Figure 1. Cells colored by class (run 1).
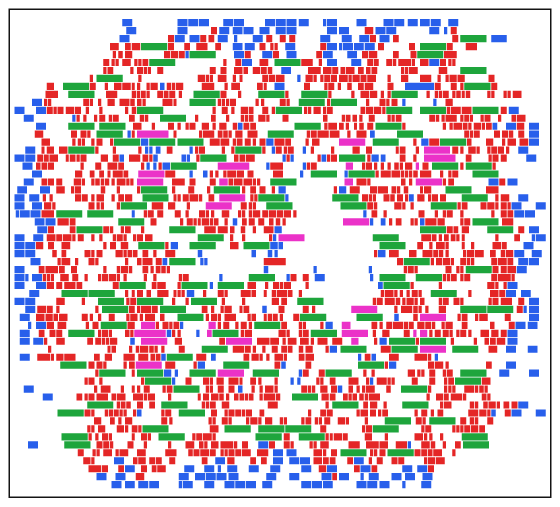
Figure 2. Routed clock nets over the placement (run 1).
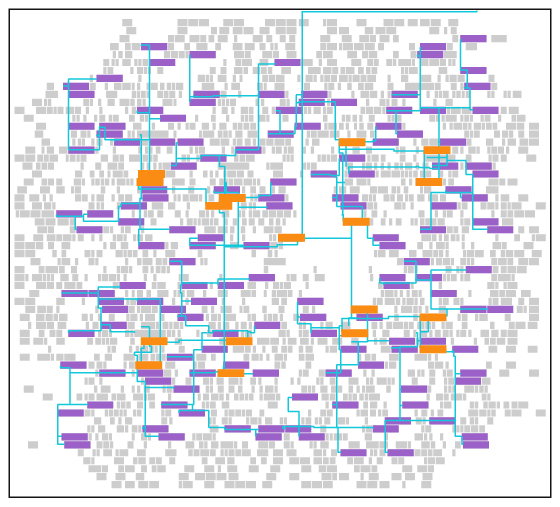
Figure 3. Where the registers sit (run 1).
Bar = 50 µm. Other sequential cells in the stronger gray, the rest of the logic in the fainter gray.
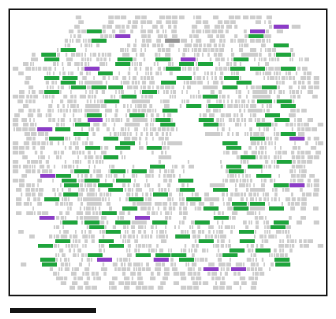
`src/rtl/term_pkg.sv`:
```
// Shared constants, types and helpers for the bit-sparsity term encoder.
package term_pkg;
  localparam int LANES  = 16;
  localparam int DATA_W = 8;
  localparam int EXP_W  = $clog2(DATA_W);

  typedef logic signed [DATA_W-1:0] operand_t;
  typedef logic        [DATA_W-1:0] mag_t;
  typedef logic        [EXP_W-1:0]  exp_t;

  typedef enum logic {IDLE, EMIT} state_t;

  // -128 wraps to 8'h80, which is exactly its unsigned magnitude
  function automatic mag_t abs_mag(operand_t v);
    return v[DATA_W-1] ? mag_t'(-v) : mag_t'(v);
  endfunction
endpackage

```
`src/rtl/term_encoder_if.sv`:
```
// Operand-in / term-beat-out handshake bundle of the term encoder.
interface term_encoder_if;
  import term_pkg::*;

  logic                            in_valid;
  logic                            in_ready;
  logic [LANES-1:0][DATA_W-1:0]    in_data;
  logic                            out_valid;
  logic                            out_ready;
  logic [LANES-1:0][EXP_W-1:0]     out_exps;
  logic [LANES-1:0]                out_signs;
  logic [LANES-1:0]                out_lane_valid;
  logic                            out_last;

  modport master (
    output in_valid, in_data, out_ready,
    input  in_ready, out_valid, out_exps, out_signs, out_lane_valid, out_last
  );

  modport slave (
    input  in_valid, in_data, out_ready,
    output in_ready, out_valid, out_exps, out_signs, out_lane_valid, out_last
  );
endinterface

```
`src/rtl/lead_one_detect.sv`:
```
// Per-lane leading-one finder: term exponent, flags, and residual with that term removed.
module lead_one_detect
  import term_pkg::*;
(
  input  mag_t mag,
  output exp_t idx,
  output logic nz,
  output logic single,
  output mag_t cleared
);
  always_comb begin
    idx = '0;
    // ascending scan: the highest set bit is the last one written
    for (int b = 0; b < DATA_W; b++)
      if (mag[b]) idx = exp_t'(b);
  end

  assign nz      = |mag;
  assign single  = (mag & (mag - mag_t'(1))) == '0;
  assign cleared = mag & ~(mag_t'(1) << idx);
endmodule

```
`src/rtl/term_encoder.sv`:
```
// Decomposes a vector of signed operands into MSB-first power-of-two term beats.
module term_encoder
  import term_pkg::*;
(
  input logic           clk,
  input logic           rst_n,
  term_encoder_if.slave bus
);
  state_t                 state_q, state_d;
  mag_t   [LANES-1:0]     r_q, r_clr;
  logic   [LANES-1:0]     s_q, nz, single;
  exp_t   [LANES-1:0]     idx;
  logic                   all_single, emit, take, capture, in_ready;

  genvar g;
  for (g = 0; g < LANES; g++) begin : g_lane
    lead_one_detect u_lod (
      .mag     (r_q[g]),
      .idx     (idx[g]),
      .nz      (nz[g]),
      .single  (single[g]),
      .cleared (r_clr[g])
    );
  end

  assign all_single = &single;
  assign take       = emit & bus.out_ready;
  assign capture    = bus.in_valid & in_ready;

  always_ff @(posedge clk or negedge rst_n) begin
    if (!rst_n) state_q <= IDLE;
    else        state_q <= state_d;
  end

  always_comb begin
    state_d = state_q;
    case (state_q)
      IDLE: if (bus.in_valid) state_d = EMIT;
      EMIT: if (take && all_single) state_d = bus.in_valid ? EMIT : IDLE;
      default: state_d = IDLE;
    endcase
  end

  // in_ready sees out_ready in EMIT so the next vector lands with no bubble
  always_comb begin
    emit     = (state_q == EMIT);
    in_ready = !emit || (take && all_single);
  end

  always_ff @(posedge clk or negedge rst_n) begin
    if (!rst_n) begin
      r_q <= '0;
      s_q <= '0;
    end else if (capture) begin
      for (int i = 0; i < LANES; i++) begin
        s_q[i] <= bus.in_data[i][DATA_W-1];
        r_q[i] <= abs_mag(operand_t'(bus.in_data[i]));
      end
    end else if (take) begin
      r_q <= r_clr;
    end
  end

  assign bus.in_ready       = in_ready;
  assign bus.out_valid      = emit;
  assign bus.out_last       = emit & all_single;
  assign bus.out_lane_valid = emit ? nz : '0;
  assign bus.out_signs      = emit ? (s_q & nz) : '0;
  assign bus.out_exps       = emit ? idx : '0;
endmodule

```
`src/flat_wrapper.sv`:
```
// flat-port wrapper written by rule: the top's interface ports become plain ports
module term_encoder_flat import term_pkg::*;
  (clk, rst_n, bus_in_valid, bus_in_data, bus_out_ready, bus_in_ready, bus_out_valid, bus_out_exps, bus_out_signs, bus_out_lane_valid, bus_out_last);
  term_encoder_if bus_i ();
  input logic clk;
  input logic rst_n;
  input wire logic [$bits(bus_i.in_valid)-1:0] bus_in_valid;
  input wire logic [$bits(bus_i.in_data)-1:0] bus_in_data;
  input wire logic [$bits(bus_i.out_ready)-1:0] bus_out_ready;
  output wire logic [$bits(bus_i.in_ready)-1:0] bus_in_ready;
  output wire logic [$bits(bus_i.out_valid)-1:0] bus_out_valid;
  output wire logic [$bits(bus_i.out_exps)-1:0] bus_out_exps;
  output wire logic [$bits(bus_i.out_signs)-1:0] bus_out_signs;
  output wire logic [$bits(bus_i.out_lane_valid)-1:0] bus_out_lane_valid;
  output wire logic [$bits(bus_i.out_last)-1:0] bus_out_last;
  assign bus_i.in_valid = bus_in_valid;
  assign bus_i.in_data = bus_in_data;
  assign bus_i.out_ready = bus_out_ready;
  assign bus_in_ready = bus_i.in_ready;
  assign bus_out_valid = bus_i.out_valid;
  assign bus_out_exps = bus_i.out_exps;
  assign bus_out_signs = bus_i.out_signs;
  assign bus_out_lane_valid = bus_i.out_lane_valid;
  assign bus_out_last = bus_i.out_last;
  term_encoder u_core (.clk(clk), .rst_n(rst_n), .bus(bus_i));
endmodule
```
`config.mk`:
```
export PLATFORM = sky130hd
export DESIGN_NAME = term_encoder_flat
export DESIGN_NICKNAME = d
export VERILOG_FILES = /design/src/rtl/term_pkg.sv /design/src/rtl/term_encoder_if.sv /design/src/rtl/lead_one_detect.sv /design/src/rtl/term_encoder.sv /design/src/flat_wrapper.sv
export SDC_FILE = /design/constraint.sdc
export NUM_CORES = 1
export LEC_CHECK = 0
export CAP_MARGIN = 10
export CORE_ASPECT_RATIO = 0.9
export CORE_UTILIZATION = 40
export DETAILED_ROUTE_END_ITERATION = 6
export GPL_TIMING_DRIVEN = 0
export PLACE_DENSITY = 0.64
export SLEW_MARGIN = 20
export SYNTH_ARGS = -nofsm -noshare
export SYNTH_HDL_FRONTEND = slang
export SYNTH_HIERARCHICAL = 1
export SYNTH_SLANG_ARGS = --single-unit
export TNS_END_PERCENT = 10
```
`constraint.sdc`:
```
create_clock -name clk -period 6.7 [get_ports clk]
set_input_delay 0.67 -clock clk [delete_from_list [all_inputs] [get_ports clk]]
set_output_delay 0.67 -clock clk [all_outputs]
set_load 0.01 [all_outputs]
```
==> flow_summary.yaml, run 1 <==
# synthesis and place-and-route metrics
logic_synthesis:
  edf_count: 0
  synthMostInstantiatedCell: "nand2_1"
  synthCells: 1622
  yosysCellCount: 1622
  yosysWarnings: 6
  synth_area_mm2: 0.0120
  synth.avg_cell_area_um2: 7.39
  async_flop_share: 1.00
  top_cells_by_count: "nand2_1 (266), nor2_1 (210), dfrtp_1 (145)"
  numSynthFlops: 145
  synth_seq_share: 0.303
  top_area_cell: "dfrtp_1"
setup_path:
  cp_cell_sequence: "a2111oi_0 > nor2_1 > nor2_1 > nand4_1 > nor4_4 > nand2_1 > nand2_1 > clkdlybuf4s50_1"
  cp-start-kind: "flip-flop"
  r2r_slack_ns: 3.25
  endpoint_kind: "output port"
route:
  wire_per_inst_um: 17.2
  vias: 12300
  drt_pass1_iterations: 6
sta:
  fin_tns_setup_ns: 0
  maxSlewViolCount: 0
  layout_min_cycle_time_ns: 3.87
  relSlewSlack: 0.308
  period_used_share: 0.577
  max_freq_mhz: 259
finish:
  n_fill_cell: 2795
  areaGrowthSynthToFinish_pct: 26.3
  layout.nets: 1989
run_status:
  status: "finished clean"
floorplanning:
  fp-utilization: 0.411
  die_h_um: 166
  coreArea_mm2: 0.0292
grt:
  grt_use_total: 0.253
  grt_pass1_vias: 11300
  grt_pass1_wl_um: 60900
flow_run:
  maxCapViolCount: 0
  tool_warnings: 26
power:
  p_leak_nw: 6.07
placement:
  gp_congestion: 0.892
  place_hpwl_um: 27800
clock_tree:
  ctsResizeCount: 0
Notes on Figure 1 above:
legend:
  magenta:
    class: clock drivers and dummy loads
    cells: 32
  green:
    class: flip-flops
    cells: 145
  blue:
    class: other buffers and delay cells
    cells: 311
  red:
    class: all other logic
    cells: 1,366

Notes on Figure 2 above:
legend:
  orange:
    item: cells driving clock nets
    count: 17
  cyan:
    item: clock wires
    length: 2,160 µm
  purple:
    item: flip-flops
    count: 145
routed clock nets: 18
flops lie: widely spread
clock share of power: 0.153
clock distribution power: 1.03 mW
Late-Pin Clk Latency: 0.43 ns
Worst Skew: 0.0164 ns

Notes on Figure 3 above:
legend:
  purple:
    netlist_name: `u_core/s_q`
    sequential_cells: 16
    where: widely spread
  green:
    netlist_name: `u_core/r_q`
    sequential_cells: 128
    where: widely spread
not colored: 1
Post-Route Utilization: 0.519
Seq. pwr: 1.64 mW
Sequential Area: 0.00363 mm²
flop share of the area: 0.240

==> run 1: worst max-delay path: cells and delay by family (launching register included) <==
kind | cells | cell delay [ns]
AND-OR/OR-AND | 1 | 0.58
flip-flops | 1 | 0.46
AND/OR/NAND/NOR | 6 | 1.20
buffers and inverters | 1 | 0.55
==> run 1: final timing paths <==
| check | start | end |
|---|---|---|
| max in group asynchronous | rst_n | u_core/r_q[38] |
| min in group clk | u_core/s_q[8] | u_core/s_q[8] |
| hold / removal | rst_n | u_core/s_q[11] |
| setup / recovery | u_core/r_q[26] | bus_in_ready |
| setup reg to reg | u_core/r_q[26] | u_core/r_q[81] |
| hold reg to reg | u_core/s_q[8] | u_core/s_q[8] |
==> run 1: per-layer routing <==
layer / wire length (µm) / up-vias / share of wire / track usage
met2: 16800 / 415 / 0.43 / 0.372
met3: 2220 / 73 / 0.057 / 0.0410
met4: 1380 / 0 / 0.036 / 0.113
met1: 18400 / 5759 / 0.47 / 0.360
met5: 0 / - / 0 / 0
li1: - / 6010 / - / -
==> run 1: cell usage in the layout, fill, tap and decap left out, types with 17 or more instances in the layout <==
| master | instances |
|---|---|
| inv_1 | 65 |
| and2_1 | 98 |
| a31oi_1 | 114 |
| buf_2 | 34 |
| or3_1 | 47 |
| clkbuf_16 | 17 |
| o21ai_0 | 49 |
| buf_4 | 18 |
| o21a_1 | 32 |
| nor3_1 | 32 |
| nand2b_1 | 47 |
| o31ai_1 | 32 |
| xnor2_1 | 80 |
| clkdlybuf4s50_1 | 198 |
| maj3_1 | 32 |
| nor2b_1 | 17 |
| nor2_1 | 210 |
| nand2_1 | 266 |
| clkbuf_1 | 61 |
| a21oi_1 | 32 |
| a21boi_0 | 32 |
| dfrtp_1 | 145 |
==> run 1: state kept, by name (all words and copies together), names as in the netlist <==
signal	cells
u_core/s_q	16
u_core/bus.out_valid	1
u_core/r_q	128
==> run 1: logic make-up (layout without fill, tap and decap cells) <==
family	count (synthesis)	count (layout)	synth area share
compound gates	355	355	0.204
xor+xnor	80	80	0.0585
fa+ha+maj	48	48	0.0435
buf+inv	176	408	0.0643
flops	145	145	0.303
mux	15	15	0.0141
other cells	16	16	0.00501
simple gates	787	787	0.308
==> run 1: power breakdown <==
part / total (mW) / internal, mW / switching, mW
Sequential: 1.64 / 1.19 / 0.456
Clock: 1.03 / 0.636 / 0.397
Combinational: 4.07 / 1.99 / 2.08
==> run 1: layout make-up <==
cell class,instances,area share
multi-input cells,1301,0.501
clock inverters,12,0.0120
plain buffers,111,0.0348
well taps,396,0.0328
inverters,65,0.0161
repair buffers,200,0.134
flip-flops and latches,145,0.240
clock buffers,20,0.0295
==> run 2: changes to the inputs <==
==> constraint.sdc (replaced) <==
create_clock -name clk -period 3.88 [get_ports clk]
set_input_delay 0.388 -clock clk [delete_from_list [all_inputs] [get_ports clk]]
set_output_delay 0.388 -clock clk [all_outputs]
set_load 0.01 [all_outputs]
==> run 2 against run 1 <==
  * Wire length is 0.12% lower
  * Worst hold slack improved by 0.29 ns
  * Clock power grew 73%
  * Final cell count hardly changed
  * Global-route usage hardly changed
==> flow_summary.yaml, run 2 <==
# synthesis and place-and-route metrics
logic_synthesis:
  edf_count: 0
  synthMostInstantiatedCell: "nand2_1"
  async_flop_share: 1.00
  synth_area_mm2: 0.0120
  synth.avg_cell_area_um2: 7.39
  top_cells_by_count: "nand2_1 (266), nor2_1 (210), dfrtp_1 (145)"
  yosysCellCount: 1622
  numSynthFlops: 145
  top_area_cell: "dfrtp_1"
finish:
  largest_reg_flops: 128
  lay_top_cells: "nand2_1 (266), nor2_1 (210), clkdlybuf4s50_1 (198)"
  layout_top_cell: "nand2_1"
  areaGrowthSynthToFinish_pct: 26.4
  area.sequential_mm2: 0.00363
  largest_register: "u_core/r_q"
  n_fill_cell: 2794
sta:
  period_used_share: 0.927
  maxSlewViolCount: 0
  fin_ws_ns: 0.285
  layout_min_cycle_time_ns: 3.59
  hold_viol: 0
  max_freq_mhz: 278
  fin_tns_setup_ns: 0
  fin_skew_ns: 0.0176
  relSlewSlack: 0.313
floorplanning:
  die_h_um: 166
  coreArea_mm2: 0.0292
  fp-utilization: 0.411
setup_path:
  cp-start-kind: "flip-flop"
  r2r_slack_ns: 0.44
  endpoint_kind: "output port"
  worstReg2RegEnd: "u_core/r_q[65]"
  worstSetupEndpoint: "bus_in_ready"
route:
  vias: 12200
  drt_pass1_iterations: 7
  wire_per_inst_um: 17.2
flow_run:
  maxCapViolCount: 0
  tool_warnings: 26
clock_tree:
  hold_buffers: 1
  clock_latency_ns: 0.43
  cts_setup_buffers: 0
  ctsResizeCount: 0
run_status:
  status: "finished clean"
grt:
  grt_pass1_wl_um: 60900
  grt_use_total: 0.253
  grt_pass1_vias: 11300
placement:
  place_hpwl_um: 27800
  gp_congestion: 0.892
power:
  p_leak_nw: 6.08
## run 2: cell counts after synthesis
Identical to the previous run, type by type.
## run 2: cells by family (layout without fill, tap and decap cells)
logic type      Yosys count  in the layout  share of synthesized area
simple gates            787            787                      0.308
fa+ha+maj                48             48                     0.0435
xor+xnor                 80             80                     0.0585
flops                   145            145                      0.303
buf+inv                 176            409                     0.0643
mux                      15             15                     0.0141
other cells              16             16                    0.00501
compound gates          355            355                      0.204
## run 2: area by class of cell
type,count,share of cell area
buffer,111,0.0348
clock inverter,12,0.0120
multi-input combinational,1301,0.501
tap,396,0.0327
inverter,65,0.0161
timing repair buffer,201,0.134
clock buffer,20,0.0295
sequential,145,0.240
## run 2: through the flow
step                 util  cell area [µm²]  instances
detailed placement  0.497            14500       2218
floorplan               -            12000       1622
global placement    0.496            14500       2217
global route        0.519            15100       2251
finish              0.519            15100       2251
CTS                 0.519            15100       2251
## run 2: per-layer routing
metal,track usage,wire (µm),vias to the layer above
li1,-,-,6012
met4,0.113,1390,0
met1,0.360,18400,5771
met3,0.0410,2140,72
met5,0,0,-
met2,0.372,16800,383
## run 2: worst min-delay path by stage
stage / endpoint / startpoint
CTS: u_core/r_q[31] / bus_in_data[31]
detailed placement: u_core/s_q[11] / rst_n
floorplan: u_core/bus.out_valid / rst_n
global route: u_core/s_q[5] / bus_in_data[47]
finish: u_core/r_q[31] / bus_in_data[31]
global placement: u_core/s_q[2] / u_core/s_q[2]
## run 2: where the power goes
| part | total (mW) | leakage, nW | switching [mW] | internal [mW] |
|---|---|---|---|---|
| registers | 2.83 | 1.94 | 0.783 | 2.05 |
| logic | 7.03 | 3.85 | 3.59 | 3.44 |
| clock network | 1.78 | 0.293 | 0.681 | 1.10 |
## run 2: critical path, stage by stage, from the launching register on
cell and delay, ns:
dfrtp_1 0.46, nor2_1 0.18, nand3_1 0.10, maj3_1 0.35, nor2_1 0.21, nand4_1 0.25, nor4_4 0.49, nand2_1 0.10
nand2_1 0.10, clkdlybuf4s50_1 0.54
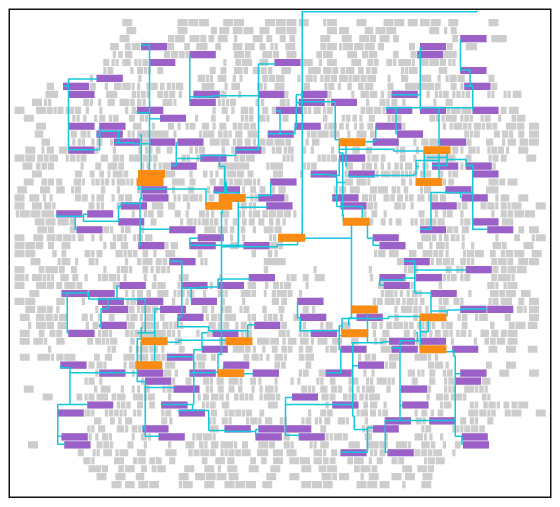
Figure 4: run 2, routed clock nets over the placement.
legend:
  orange:
    item: cells driving clock nets
    count: 17
  cyan:
    item: clock wires
    length: 2,170 µm
  purple:
    item: flip-flops
    count: 145
routed clock nets: 18
flops lie: widely spread

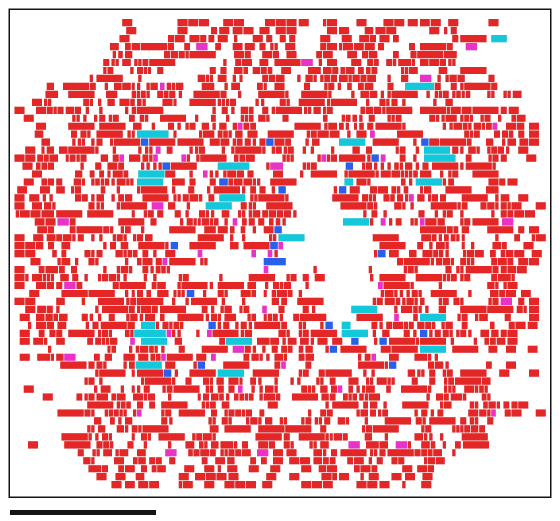
Figure 5: run 2, cell sizes after repair.
Bar = 50 µm.
legend:
  red:
    size: drive 1 or less
    cells: 1,754
    most_used: nand2_1
  blue:
    size: drive 3 to 4
    cells: 24
    most_used: buf_4
  cyan:
    size: drive 6 and up
    cells: 26
    most_used: clkbuf_16
  magenta:
    size: drive 2
    cells: 51
    most_used: buf_2

==> run 3: changes to the inputs <==
--- a/config.mk
+++ b/config.mk
@@ -9,11 +9,9 @@
 export CORE_ASPECT_RATIO = 0.9
 export CORE_UTILIZATION = 40
 export DETAILED_ROUTE_END_ITERATION = 6
-export GPL_TIMING_DRIVEN = 0
-export PLACE_DENSITY = 0.64
+export PLACE_DENSITY = 0.65
 export SLEW_MARGIN = 20
 export SYNTH_ARGS = -nofsm -noshare
 export SYNTH_HDL_FRONTEND = slang
-export SYNTH_HIERARCHICAL = 1
 export SYNTH_SLANG_ARGS = --single-unit
 export TNS_END_PERCENT = 10
==> run 3 against run 2 <==
  * The run now ends with negative hold slack left
  * Critical endpoint unchanged
  * First-iteration DRC count grew 3.0%
  * Via count shrank 11%
  * Highest routed layer unchanged
  * Global-route usage increased by 1.4 points
  * Sequential share of layout area up 2.4 points
  * Register-to-register slack better by 0.34 ns
  * Core utilization rose by 0.94 points
  * Non-clock buffer count shrank 71
  * Critical path type unchanged
  * Fmax fell by 3.5%
  * Power is 32% lower
  * Final cell count is 18% lower
  * Combinational power is 45% lower
==> flow_summary.yaml, run 3 <==
# synthesis and place-and-route metrics
clock_tree:
  clock_latency_ns: 0.43
  hold_buffers: 0
  clockRootBuffer: "clkbuf_16"
  clockBufferDepth: 2
  cts_max_level: 4
  cts_inserted_buffers: 17
  cts.sinks: 145
  cts.clk_slew.worst_paths_ns: 0.06
power:
  netSwitchingPower_mw: 3.10
  p_leak_nw: 6.20
  p_comb_frac: 0.492
  finalPower_mw: 7.92
  p_seq_frac: 0.282
  p_int_mw: 4.82
  cellPowerDensity_mw_per_mm2: 576
  switching_share: 0.392
logic_synthesis:
  yosysCellCount: 1289
  yosys_area_mm2: 0.0106
  top_area_cell: "dfrtp_1"
  ys_types: 60
  synth.avg_cell_area_um2: 8.20
  synth_seq_share: 0.343
  synthCells: 1289
  yosysWarnings: 0
  synthMostInstantiatedCell: "dfrtp_1"
  async_flop_share: 1.00
  synth_area_mm2: 0.0106
  top_cells_by_count: "dfrtp_1 (145), nor2_1 (143), o21ai_0 (137)"
  top_cell_area_share: 0.343
  edf_count: 0
  synth_nets: 1437
  numSynthFlops: 145
floorplanning:
  coreArea_mm2: 0.0260
  die_h_um: 156
  fp.dieW_um: 173
  fp-utilization: 0.407
  chip_area_mm2: 0.0271
  io_pins: 215
  fp-row-count: 56
grt:
  grt_use_total: 0.267
  grt_pass1_vias: 10400
  grt_pass1_wl_um: 56700
  grt_max_degree: 81
  grt-ovfl-total: 0
placement:
  gp_congestion: 0.957
  postPlaceCellArea_mm2: 0.0131
  place_hpwl_um: 27000
  dpl.cell_count: 1803
  io_buffers: 214
  place_ws_ns: 0.386
setup_path:
  r2r_slack_ns: 0.78
  endpoint_kind: "output port"
  arrival_ns: 3.34
  worst-path-max-fanout: 8
  crit_type: "flip-flop to output port"
  cp-start-kind: "flip-flop"
finish:
  logic_area_mm2: 0.00644
  final-instance-count-excl-fill: 1836
  largest_register: "u_core.r_q"
  stdcell_area_mm2: 0.0137
  layout.nets: 1623
  area.sequential_mm2: 0.00363
  n_antenna_cell: 0
  areaGrowthSynthToFinish_pct: 29.9
  layout_top_cell: "clkdlybuf4s50_1"
  lay_top_cells: "clkdlybuf4s50_1 (213), dfrtp_1 (145), nor2_1 (143)"
  n_fill_cell: 2354
  fin_util: 0.528
  largest_reg_flops: 128
  drive_gt1_frac: 0.0551
sta:
  period_used_share: 0.960
  layout_min_cycle_time_ns: 3.73
  fin_tns_setup_ns: 0
  max_freq_mhz: 268
  hold_viol: 8
  relSlewSlack: 0.319
  holdWs_ns: -0.0231
  maxSlewViolCount: 0
  fin_ws_ns: 0.153
  worst_pin_slew_ns: 1.02
route:
  ant_nets: 0
  vias: 10900
  wire_per_inst_um: 19.7
  drc_errors: 0
  drt_iter0_markers: 1094
  drt_pass1_iterations: 5
flow_run:
  maxCapViolCount: 0
  tool_warnings: 26
run_status:
  violations: "negative hold slack"
  status: "complete, but fails checks"
-- run 3: repair_timing --
action / 4_1_cts / 5_1_grt
setup endpoints to repair: 1 / 2
setup buffers: 0 / 1
pin swaps: 1 / 3
resized: 1 / 5
hold endpoints to repair: 0 / 0
-- run 3: path summary, 6_finish.rpt --
kind	startpoint	end	cells after the start
setup / recovery	u_core.r_q[89]	bus_in_ready	8
hold / removal	rst_n	u_core.s_q[12]	1
setup reg to reg	u_core.r_q[25]	u_core.s_q[2]	9
hold reg to reg	u_core.s_q[7]	u_core.s_q[7]	1
max in group asynchronous	rst_n	u_core.r_q[16]	2
min in group clk	u_core.s_q[7]	u_core.s_q[7]	1
-- run 3: logic make-up (layout without fill, tap and decap cells) --
logic type | after synthesis | in the layout | share of synthesized area
flops | 145 | 145 | 0.343
buf+inv | 136 | 335 | 0.0511
mux | 99 | 99 | 0.0956
fa+ha+maj | 16 | 16 | 0.0189
simple gates | 460 | 460 | 0.216
compound gates | 353 | 353 | 0.209
xor+xnor | 80 | 80 | 0.0663
-- run 3: per-layer routing --
layer / GRT usage / share of wire
met2: 0.430 / 0.46
met5: 0 / 0
met4: 0.0771 / 0.022
met3: 0.0530 / 0.074
met1: 0.363 / 0.44
-- run 3: layout make-up --
cell class,instances,share of cell area
Inverter,62,0.0169
Multi-Input combinational cell,1008,0.469
Tap cell,348,0.0317
Clock inverter,13,0.0134
Clock buffer,19,0.0322
Sequential cell,145,0.264
Timing Repair Buffer,241,0.173
-- run 3: power by group through the flow --
stage / registers, mW / logic, mW / clock network [mW]
3_5_place_dp: 2.24 / 3.82 / 0
6_report: 2.24 / 3.90 / 1.79
4_1_cts: 2.21 / 3.85 / 1.81
5_1_grt: 2.28 / 4.22 / 1.86
3_3_place_gp: 2.23 / 3.82 / 0
2_1_floorplan: 2.09 / 2.12 / 0
-- run 3: worst max-delay path, stage by stage, from the launching register on --
cell and delay (ns):
dfrtp_1 0.45, or4_1 0.61, a22oi_1 0.23, nand3_1 0.12, a2111oi_0 0.30, and4_1 0.37, and2_4 0.20, a21o_1 0.11
clkdlybuf4s50_1 0.52
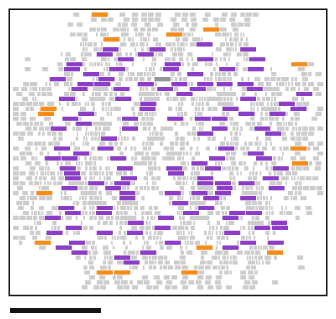
Figure 6: run 3, where the registers sit.
Bar = 50 µm. Other sequential cells in the stronger gray, the rest of the logic in the fainter gray.
legend:
  purple:
    netlist_name: `u_core.r_q`
    sequential_cells: 128
  orange:
    netlist_name: `u_core.s_q`
    sequential_cells: 16
    where: widely spread
not colored: 1

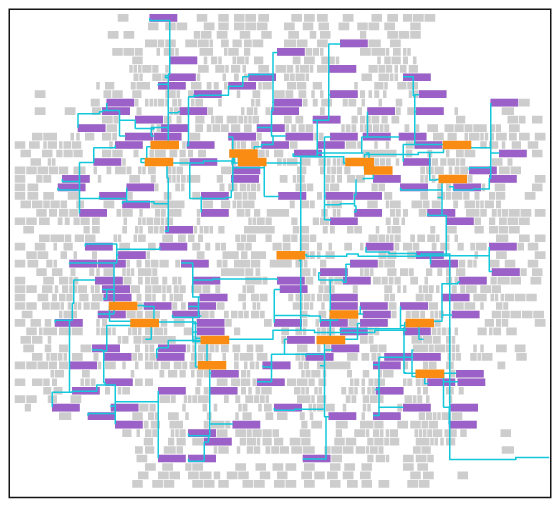
Figure 7: run 3, routed clock nets over the placement.
legend:
  purple:
    item: flip-flops
    count: 145
  orange:
    item: cells driving clock nets
    count: 17
  cyan:
    item: clock wires
    length: 2,090 µm
flops lie: widely spread
routed clock nets: 18
clock distribution power: 1.79 mW
Worst Skew: 0.0152 ns
clock share of power: 0.226

Power is estimated from default activity; no workload was simulated.
